## config.mk

```make
export PLATFORM = sky130hd
export DESIGN_NAME = load_store_unit_flat
export DESIGN_NICKNAME = d
export VERILOG_FILES = /design/src/rtl/load_store_unit_if.sv /design/src/rtl/load_store_unit.sv /design/src/flat_wrapper.sv
export SDC_FILE = /design/constraint.sdc
export NUM_CORES = 1
export LEC_CHECK = 0
export CORE_ASPECT_RATIO = 0.75
export CORE_MARGIN = 2
export CORE_UTILIZATION = 42
export CTS_BUF_LIST = sky130_fd_sc_hd__clkbuf_4 sky130_fd_sc_hd__clkbuf_8 sky130_fd_sc_hd__clkbuf_16
export DETAILED_ROUTE_END_ITERATION = 8
export PLACE_DENSITY = 0.85
export SYNTH_ARGS = -nofsm -noshare
export SYNTH_HDL_FRONTEND = slang
export SYNTH_SLANG_ARGS = --single-unit
```

## constraint.sdc

```tcl
create_clock -name clk -period 3.9 [get_ports clk]
set_input_delay 0.78 -clock clk [delete_from_list [all_inputs] [get_ports clk]]
set_output_delay 0.78 -clock clk [all_outputs]
set_load 0.02 [all_outputs]
```

## src/rtl/load_store_unit_if.sv

```systemverilog
// Execute/writeback request-response handshake plus the data-memory port of the LSU.
// The unit itself connects through the slave modport.
interface load_store_unit_if;
    logic        req_valid;
    logic        req_ready;
    logic        req_store;
    logic [2:0]  req_funct3;
    logic [31:0] req_addr;
    logic [31:0] req_wdata;
    logic        resp_valid;
    logic        resp_ready;
    logic [31:0] resp_data;
    logic        resp_fault;
    logic [31:0] mem_addr;
    logic [31:0] mem_wdata;
    logic        mem_we;
    logic        mem_re;
    logic [31:0] mem_rdata;

    modport slave (
        input  req_valid, req_store, req_funct3, req_addr, req_wdata, resp_ready, mem_rdata,
        output req_ready, resp_valid, resp_data, resp_fault, mem_addr, mem_wdata, mem_we, mem_re
    );

    modport master (
        output req_valid, req_store, req_funct3, req_addr, req_wdata, resp_ready, mem_rdata,
        input  req_ready, resp_valid, resp_data, resp_fault, mem_addr, mem_wdata, mem_we, mem_re
    );
endinterface

```

## src/rtl/load_store_unit.sv

```systemverilog
// Memory-stage controller: one load/store in flight, alignment/range checks, load extension
// and read-modify-write for sub-word stores against a word-write-only data memory.
module load_store_unit #(
    parameter int unsigned ADDR_BITS = 10
) (
    input logic             clk,
    input logic             rst,
    load_store_unit_if.slave bus
);

    typedef enum logic [2:0] {StIdle, StLoad, StRmwRead, StWrite, StResp} state_e;

    state_e      state_q, state_d;
    logic [2:0]  funct3_q, funct3_d;
    logic [31:0] addr_q, addr_d;
    logic [31:0] merge_q, merge_d;
    logic [31:0] data_q, data_d;
    logic        fault_q, fault_d;

    logic        req_fault;
    logic [31:0] shifted;
    logic [15:0] half;
    logic [31:0] load_ext;
    logic [31:0] merged;

    always_comb begin
        req_fault = 1'b0;
        if (bus.req_store) begin
            req_fault = bus.req_funct3 > 3'd2;
        end else begin
            req_fault = (bus.req_funct3 == 3'd3) || (bus.req_funct3[2:1] == 2'b11);
        end
        if (bus.req_funct3[1:0] == 2'b01 && bus.req_addr[0]) req_fault = 1'b1;
        if (bus.req_funct3[1:0] == 2'b10 && bus.req_addr[1:0] != 2'b00) req_fault = 1'b1;
        if ((bus.req_addr >> ADDR_BITS) != 32'd0) req_fault = 1'b1;
    end

    always_comb begin
        shifted = bus.mem_rdata >> {addr_q[1:0], 3'b000};
        half    = addr_q[1] ? bus.mem_rdata[31:16] : bus.mem_rdata[15:0];
        case (funct3_q)
            3'd0:    load_ext = {{24{shifted[7]}}, shifted[7:0]};
            3'd1:    load_ext = {{16{half[15]}}, half};
            3'd4:    load_ext = {24'd0, shifted[7:0]};
            3'd5:    load_ext = {16'd0, half};
            default: load_ext = bus.mem_rdata;
        endcase
    end

    // merge_q still holds the store data while in RMW_READ; it is replaced by the merged word.
    always_comb begin
        merged = bus.mem_rdata;
        if (funct3_q[1:0] == 2'b00) begin
            merged[{addr_q[1:0], 3'b000} +: 8] = merge_q[7:0];
        end else if (addr_q[1]) begin
            merged[31:16] = merge_q[15:0];
        end else begin
            merged[15:0] = merge_q[15:0];
        end
    end

    always_comb begin
        state_d  = state_q;
        funct3_d = funct3_q;
        addr_d   = addr_q;
        merge_d  = merge_q;
        data_d   = data_q;
        fault_d  = fault_q;
        case (state_q)
            StIdle: begin
                if (bus.req_valid) begin
                    funct3_d = bus.req_funct3;
                    addr_d   = bus.req_addr;
                    merge_d  = bus.req_wdata;
                    data_d   = 32'd0;
                    fault_d  = req_fault;
                    if (req_fault) begin
                        state_d = StResp;
                    end else if (!bus.req_store) begin
                        state_d = StLoad;
                    end else if (bus.req_funct3[1:0] == 2'b10) begin
                        state_d = StWrite;
                    end else begin
                        state_d = StRmwRead;
                    end
                end
            end
            StLoad: begin
                data_d  = load_ext;
                state_d = StResp;
            end
            StRmwRead: begin
                merge_d = merged;
                state_d = StWrite;
            end
            StWrite: state_d = StResp;
            StResp: begin
                if (bus.resp_ready) state_d = StIdle;
            end
            default: state_d = StIdle;
        endcase
    end

    always_ff @(posedge clk or posedge rst) begin
        if (rst) begin
            state_q  <= StIdle;
            funct3_q <= 3'd0;
            addr_q   <= 32'd0;
            merge_q  <= 32'd0;
            data_q   <= 32'd0;
            fault_q  <= 1'b0;
        end else begin
            state_q  <= state_d;
            funct3_q <= funct3_d;
            addr_q   <= addr_d;
            merge_q  <= merge_d;
            data_q   <= data_d;
            fault_q  <= fault_d;
        end
    end

    always_comb begin
        bus.req_ready  = state_q == StIdle;
        bus.resp_valid = state_q == StResp;
        bus.resp_data  = (state_q == StResp) ? data_q : 32'd0;
        bus.resp_fault = (state_q == StResp) && fault_q;
        bus.mem_re     = (state_q == StLoad) || (state_q == StRmwRead);
        // Gate with rst so a reset asserted mid-WRITE cannot commit on the next edge.
        bus.mem_we     = (state_q == StWrite) && !rst;
        bus.mem_wdata  = (state_q == StWrite) ? merge_q : 32'd0;
        bus.mem_addr   = (state_q == StIdle) ? 32'd0 : {addr_q[31:2], 2'b00};
    end

endmodule

```

## src/flat_wrapper.sv

```systemverilog
// flat-port wrapper written by rule: the top's interface ports become plain ports
module load_store_unit_flat 
#(
    parameter int unsigned ADDR_BITS = 10
)
  (clk, rst, bus_req_valid, bus_req_store, bus_req_funct3, bus_req_addr, bus_req_wdata, bus_resp_ready, bus_mem_rdata, bus_req_ready, bus_resp_valid, bus_resp_data, bus_resp_fault, bus_mem_addr, bus_mem_wdata, bus_mem_we, bus_mem_re);
  load_store_unit_if bus_i ();
  input logic clk;
  input logic rst;
  input wire logic [$bits(bus_i.req_valid)-1:0] bus_req_valid;
  input wire logic [$bits(bus_i.req_store)-1:0] bus_req_store;
  input wire logic [$bits(bus_i.req_funct3)-1:0] bus_req_funct3;
  input wire logic [$bits(bus_i.req_addr)-1:0] bus_req_addr;
  input wire logic [$bits(bus_i.req_wdata)-1:0] bus_req_wdata;
  input wire logic [$bits(bus_i.resp_ready)-1:0] bus_resp_ready;
  input wire logic [$bits(bus_i.mem_rdata)-1:0] bus_mem_rdata;
  output wire logic [$bits(bus_i.req_ready)-1:0] bus_req_ready;
  output wire logic [$bits(bus_i.resp_valid)-1:0] bus_resp_valid;
  output wire logic [$bits(bus_i.resp_data)-1:0] bus_resp_data;
  output wire logic [$bits(bus_i.resp_fault)-1:0] bus_resp_fault;
  output wire logic [$bits(bus_i.mem_addr)-1:0] bus_mem_addr;
  output wire logic [$bits(bus_i.mem_wdata)-1:0] bus_mem_wdata;
  output wire logic [$bits(bus_i.mem_we)-1:0] bus_mem_we;
  output wire logic [$bits(bus_i.mem_re)-1:0] bus_mem_re;
  assign bus_i.req_valid = bus_req_valid;
  assign bus_i.req_store = bus_req_store;
  assign bus_i.req_funct3 = bus_req_funct3;
  assign bus_i.req_addr = bus_req_addr;
  assign bus_i.req_wdata = bus_req_wdata;
  assign bus_i.resp_ready = bus_resp_ready;
  assign bus_i.mem_rdata = bus_mem_rdata;
  assign bus_req_ready = bus_i.req_ready;
  assign bus_resp_valid = bus_i.resp_valid;
  assign bus_resp_data = bus_i.resp_data;
  assign bus_resp_fault = bus_i.resp_fault;
  assign bus_mem_addr = bus_i.mem_addr;
  assign bus_mem_wdata = bus_i.mem_wdata;
  assign bus_mem_we = bus_i.mem_we;
  assign bus_mem_re = bus_i.mem_re;
  load_store_unit #(.ADDR_BITS(ADDR_BITS)) u_core (.clk(clk), .rst(rst), .bus(bus_i));
endmodule
```

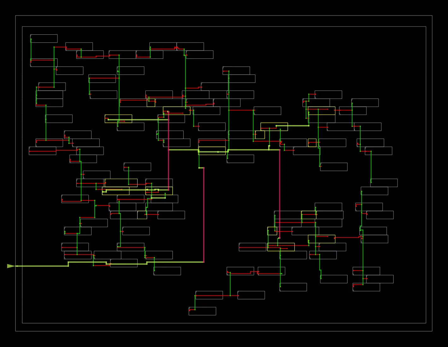
(clock wiring as the flow saved it)
clock group power: 933 µW
clk_skew: 7.941 ps
num sequential: 103

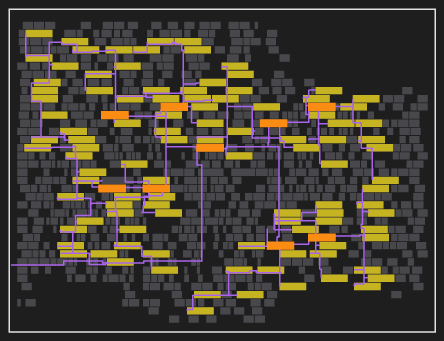
(routed clock nets over the placement)
(3 px per µm)
[yellow] flip-flops | count: 103
[orange] clock-net drivers | count: 9
[purple] clock wires | length: 1,180 µm
routed clock nets: 10
flops lie: all over the die

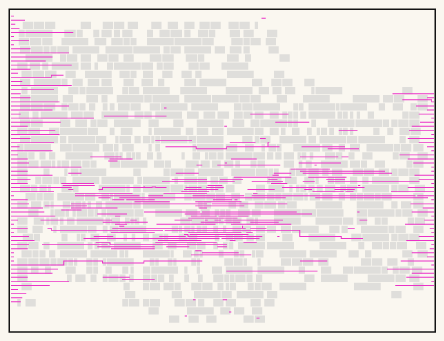
(metal 3)
(3 px per µm) Cells faint in the background.
nets with wire on the layer: 210
main direction: horizontal

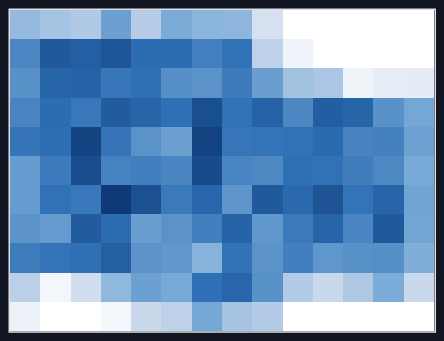
(placement density heat map)
(3 px per µm) 14 x 11 tiles, from white (low) to dark blue (high), 0 to 100% covered.
fullest tile: 96%
emptiest ninth of the die: top right
nearly empty tiles: 10%
mean over tiles: 54%

==> flow_summary.toml <==
# synthesis and place-and-route metrics
[outcome]
status = "complete, no violations"

[grt]
overflow = 0
gr-max-usage-layer = "met2"
grtUsageMet1_pct = 38.28
grt_antenna_before_repair = 0

[synthesis]
ys_async_sr_fraction_pct = 100.0
top_area_cell = "dfrtp_1"
ys_cells = 602
syn_area_per_cell_um2 = 9.891
synth-seq-area-share_pct = 43.29
yosys_area_um2 = 5954
ys_seq_elements = 103
edf_count = 0

[clock_tree]
cts_buffers = 9
cts_sinks = 103
cts_setup_buffers = 0
clockBufferDepth = 2
path_clk_slew_ps = 70
clk_latency_ps = 350
cts_resized = 0

[min_path]
min_to = "u_core.data_q[7]"
holdPathStages = 1
min_path_type = "reg -> reg"

[die]
die_h_um = 107.1
die_area_um2 = 15160

[placement]
place.gp.congestion = 0.9863
placed_cells = 947

[setup_path]
end_kind = "output port"
startpoint_type = "flop"
reg2reg_slack_ps = 1310
cp.required_ps = 3120

[timing]
finalHoldViolCount = 0
rsz0062_at_grt = "no"
fmax_ghz = 0.3041
maxSlewHeadroom_pct = 39.31

[drt]
num_vias = 5703
vias_per_cell = 5.922

[cells_and_area]
final_util_pct = 61.05
instances_no_fill = 963
fin_nets = 892
syn2layout_area_growth_pct = 41.44

[power_and_ir_drop]
ir_drop_mv = 0.2926
## metrics by stage
stage | hold slack (ps) | total power, mW | worst slack (ps)
global route | 502.1 | 3.400 | 534.0
detailed placement | 466.2 | 2.330 | 1026
CTS | 480.6 | 3.261 | 646.7
finish | 477.2 | 3.267 | 611.5
floorplan | 435.5 | 1.911 | 277.9
global placement | 458.2 | 2.310 | 1031
## kinds of logic (layout without fill, tap and decap cells)
logic type / after synthesis / count (layout) / share of synthesized area [%]
DFF: 103 / 103 / 43.29
adders and majority gates: 5 / 5 / 1.051
other: 1 / 2 / 0.06298
and+or+nand+nor: 216 / 216 / 20.70
buffers and inverters: 58 / 243 / 4.350
muxes: 54 / 54 / 10.23
AOI/OAI and AO/OA: 165 / 165 / 20.32
## cells in the final DEF (no fill, tap or decap), drive strengths merged, types with 12 or more instances in the layout
| cell | Yosys | final |
|---|---|---|
| o21ai | 42 | 42 |
| a21oi | 20 | 20 |
| nand2b | 12 | 12 |
| nor2 | 28 | 28 |
| clkdlybuf4s50 | 0 | 202 |
| and3 | 33 | 33 |
| a221oi | 20 | 20 |
| o31ai | 12 | 12 |
| nor2b | 38 | 38 |
| a221o | 18 | 18 |
| dfrtp | 103 | 103 |
| buf | 16 | 16 |
| and2 | 36 | 36 |
| nand2 | 37 | 37 |
| mux2 | 45 | 45 |
## where the power goes
group          switching (mW)  internal (mW)  total (mW)
clock network           0.405          0.528       0.933
registers               0.170           1.22        1.39
logic                   0.478          0.466       0.944
total                    1.05           2.21        3.27
## how the worst max path moves through the flow
stage,cells past startpoint,end,from
final,3,bus_mem_re,u_core.state_q[1]
after global routing,3,bus_mem_re,u_core.state_q[1]
after CTS,3,bus_mem_re,u_core.state_q[1]
after detailed placement,3,bus_mem_re,u_core.state_q[1]
after global placement,4,bus_mem_we,rst
after floorplan,2,bus_mem_we,rst
## registers in the layout (all words and copies together), names as in the netlist
register and flops:
u_core.fault_q 1, u_core.funct3_q 3, u_core.addr_q 32, u_core.data_q 32, u_core.state_q 3, u_core.merge_q 32
## per-layer routing
metal,part of all wire [%],vias up
li1,-,2592
met1,42,2681
met2,43,393
met3,13,37
met4,2.0,0
met5,0,-
## critical path, cell delays in order, from the launching register on
cell and delay (ps):
dfrtp_1 630, or3b_2 720, nand2b_1 190, clkdlybuf4s50_1 620
## final cells by class
type | count | area (µm²)
fillers | 1149 | 5374
multi-input cells | 442 | 3136
flip-flops and latches | 103 | 2577
repair buffers | 218 | 2142
clock buffers | 11 | 246.5
well taps | 175 | 219.0
clock inverters | 5 | 63.81
inverters | 9 | 37.54
Power is estimated from default activity; no workload was simulated.
